==> config.mk <==
export PLATFORM = sky130hd
export DESIGN_NAME = acc_feeder_flat
export DESIGN_NICKNAME = d
export VERILOG_FILES = /design/src/rtl/acc_pkg.sv /design/src/rtl/acc_feeder_if.sv /design/src/rtl/acc_feeder.sv /design/src/flat_wrapper.sv
export SDC_FILE = /design/constraint.sdc
export NUM_CORES = 1
export LEC_CHECK = 0
export CAP_MARGIN = 20
export CORE_MARGIN = 5
export CORE_UTILIZATION = 40
export DETAILED_ROUTE_END_ITERATION = 16
export PLACE_DENSITY = 0.79
export RECOVER_POWER = 100
export SLEW_MARGIN = 10
export SYNTH_ARGS = -nofsm -noshare
export SYNTH_HDL_FRONTEND = slang
export SYNTH_SLANG_ARGS = --single-unit
export TNS_END_PERCENT = 30
==> constraint.sdc <==
create_clock -name clk -period 2.3 [get_ports clk]
set_clock_uncertainty 0.05 [all_clocks]
set_input_delay 0.46 -clock clk [delete_from_list [all_inputs] [get_ports clk]]
set_output_delay 0.46 -clock clk [all_outputs]
set_load 0.02 [all_outputs]
==> images/final_congestion.png <==
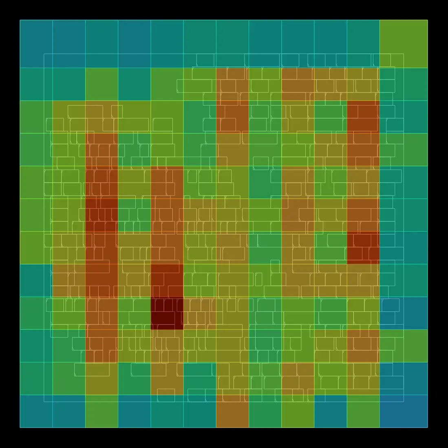
met3 GRT Util: 4.323%
Util after Layout: 64.76%
M1 GR Usage: 23.31%
GRT busiest layer: met2

==> images/clock_map.png <==
The bar under the picture is 20 microns long.
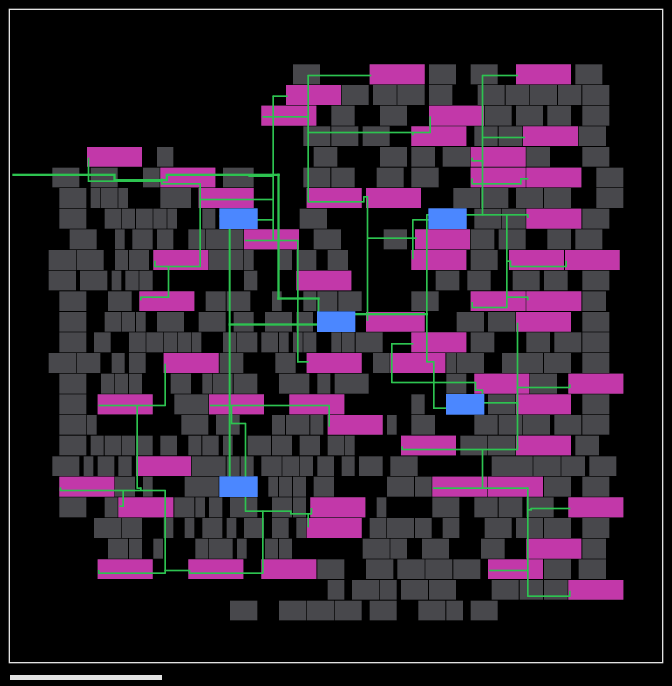
Key: clock wires = green [length 678 microns]; flip-flops = magenta [count 55]; cells driving clock nets = blue [count 5]
There are 6 routed clock nets.
Late-Pin Clk Latency: 0.32 ns
P_clk: 0.573 mW
clock share of power: 23.9%

==> images/cell_classes.png <==
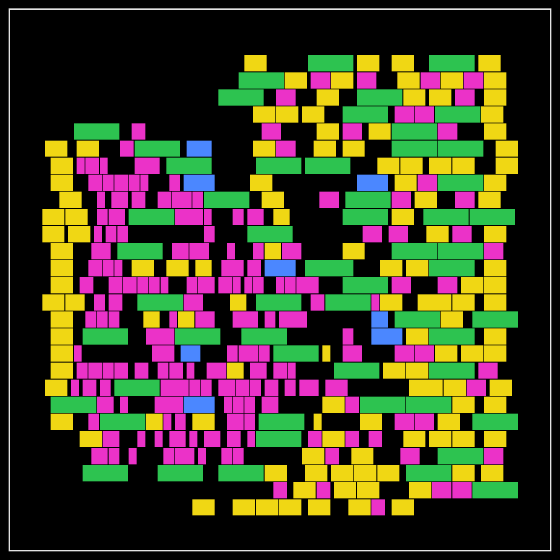
Key: other buffers and delay cells = yellow [cells 123]; clock drivers and dummy loads = blue [cells 8]; flops = green [cells 55]; all other logic = magenta [cells 168]
row cnt: 27
Final Cell Area: 3610 sq um
flop share of the area: 30.54%
Core ar.: 5574 sq um

==> images/metal_stack.png <==
The bar under the picture is 20 microns long.
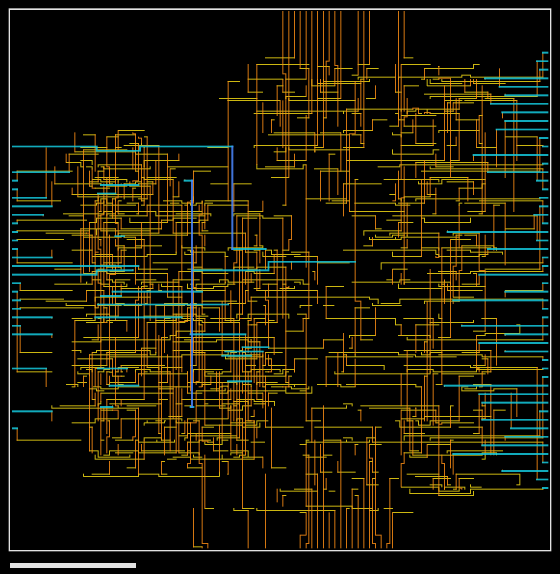
Key: met4 = blue [wire length 52.4 microns]; met3 = cyan [wire length 567 microns]; met2 = orange [wire length 2990 microns]; met1 = yellow [wire length 3200 microns]
Routed Wire Length: 6.805 mm
Total Routing Usage GR: 17.73%
per-cell routed wire length: 15.97 microns

==> GITHUB_STEP_SUMMARY <==
### Yosys + OpenROAD results

| Metric | Value |
|---|---|
| Status | `finished clean` |
| Worst-path clk slew | `0.10 ns` |
| # fillers | `477` |
| Adder share | `2.166%` |
| Mi-comb count | `163` |
| Reg2reg setup slack | `0.26 ns` |
| Dominant cell area share | `47.64%` |
| Met3 wire length | `567 microns` |
| Layout area overhead | `56.20%` |
| Registers, synthesis | `55` |
| Logic share of the area | `30.33%` |
| Worst Path Max Fanout | `1` |
| Syn_area_per_cell | `9.629 sq um` |
| XOR Share, Synth | `0%` |
| P_seq | `1.09 mW` |
| I/O pin count | `114` |
| GP Congestion | `0.8304` |
| Synthesis Warnings | `0` |
| Top cell excl fill/tap | `clkdlybuf4s50_1` |
| Cell type with the largest total area | `dfxtp_1` |
| Synth Cell Area | `2311 sq um` |
| R2R depth | `7` |
| Count of library flops with an enable pin | `0` |
| Mapped Cells | `240` |
| Vias/cell | `5.387` |
| Buffer count from post-CTS setup fixing | `0` |
| PwrDens | `664.7 nW/um^2` |
| Largest class | `buffers` |
| First-pass GRT wire length | `10.62 mm` |
| Tap cells | `72` |
| Sw power | `0.8125 mW` |
| Drt initial violations | `129` |
| Hold Crit Class | `register to register` |
| Met2 Resource Use GR | `28.73%` |
| Top logic family | `AND-OR/OR-AND gates` |
| Number of cells on the critical path | `3` |
| Antenna cells | `0` |
| Post-route minimum period | `2.217 ns` |
| Max cap viols | `0` |
| Met2 routed WL | `2.988 mm` |
| Initial antenna violation count | `0` |
| Worst hold path depth | `1` |
| CLK BUF | `5` |
| Synth Flop Type | `dfxtp_1` |
| Deepest clock path buffer count | `2` |
| Yosys Instances | `240` |
| Clock network share of area | `2.669%` |
| Antenna-violating nets left | `0` |
| Grt ovf | `0` |
| Data buffer area share | `33.45%` |
| Cell Int Power | `1.587 mW` |
| Non-Filler Instances | `426` |
| Vias in the first global route | `2189` |
| Setup tns final | `0 ns` |
| Placed insts | `417` |
| Seq cells | `55` |
| Drc violations | `0` |
| Chip Height | `86.01 microns` |
| Flop pwr share | `45.4%` |
| Port Buf Inserts | `112` |
| Pwr top | `sequential cells` |
| Final Power | `2.399 mW` |
| Crit-path slowest cell | `dlygate4sd3_1` |
| Combinational cell power | `0.736 mW` |
| Least-Margin Pin Slew | `1.100 ns` |
| Peak VDD IR | `445.8 uV` |
| Share of cells above drive strength 1 | `8.757%` |
| Post-cts sizing count | `1` |
| CTS tree | `done` |
| H-tree depth | `2` |
| Unrepaired setup endpoints after global routing | `no` |
| Final setup violation count | `0` |
| Final hold violation count | `0` |
| Final Max Tran Viols | `0` |
| Inverters | `5` |
| FMAX | `0.4511 GHz` |
| Largest net degree at the start of global routing | `32` |
| Cell area after placement | `3517 sq um` |
| CP Capture Type | `output pin` |
| Crit path buf inv count | `2` |
| Worst path max stage delay | `0.67 ns` |
| Post-synth top cells | `dfxtp_1, a22o_1, a21oi_1` |
| Die area | `7398 sq um` |
| Worst hold margin | `0.3904 ns` |
| Yosys chip area | `2311 sq um` |
| Die X-Extent | `86.01 microns` |
| Drt pass-1 iters | `4` |
| CTS Hold Bufs | `0` |
| HPWL Detailed | `4.965 mm` |
| Synth cell types | `45` |
| # clock sinks | `55` |
| Top-count cell post-synth | `dfxtp_1` |
| CP top delay family | `buffers and inverters` |
| Simple Share, Synth | `17.98%` |
| Ao+oa area frac | `27.23%` |
| Final worst slack | `0.08310 ns` |
| Setup CP Type | `input port to output pin` |
| Most frequent cells in the layout | `clkdlybuf4s50_1, dfxtp_1, dlygate4sd3_1, a22o_1, a21oi_1` |
| Pre-CTS setup slack | `0.003830 ns` |
| Detailed-route via count | `2295` |
| Setup crit start kind | `input port` |
| Post-layout period usage | `96.39%` |
| Cts bufs inserted | `5` |
| Synth top area cells | `dfxtp_1, a22o_1, a21oi_1` |
| Headroom to the max-slew limit | `26.69%` |
| Sequential share of the synthesized area | `47.64%` |
| Met1 wire length | `3.196 mm` |
| Worst EP arrival | `1.71 ns` |
| Crit path DRT | `1.79 ns` |
| Floorplan net count | `305` |
| Net Sw Frac | `33.86%` |
| Layout net count | `418` |
| Crit path cell chain | `clkdlybuf4s50_1, and2_1, dlygate4sd3_1` |
| Comb pwr share | `30.7%` |
| Leak pwr | `1.498 nW` |
| Post-synth ARST share | `0%` |
| FF/Latch Area | `1102 sq um` |
| Initial Utilization | `41.46%` |
| OpenROAD warning count | `29` |
| Non-clock buffers | `123` |
| Max reg flops | `32` |
| Mux share | `0%` |
| Highest Signal Layer | `met4` |
| CTS Root Buffer Type | `clkbuf_8` |
| MI comb area | `1095 sq um` |
Power is estimated from default activity; no workload was simulated.
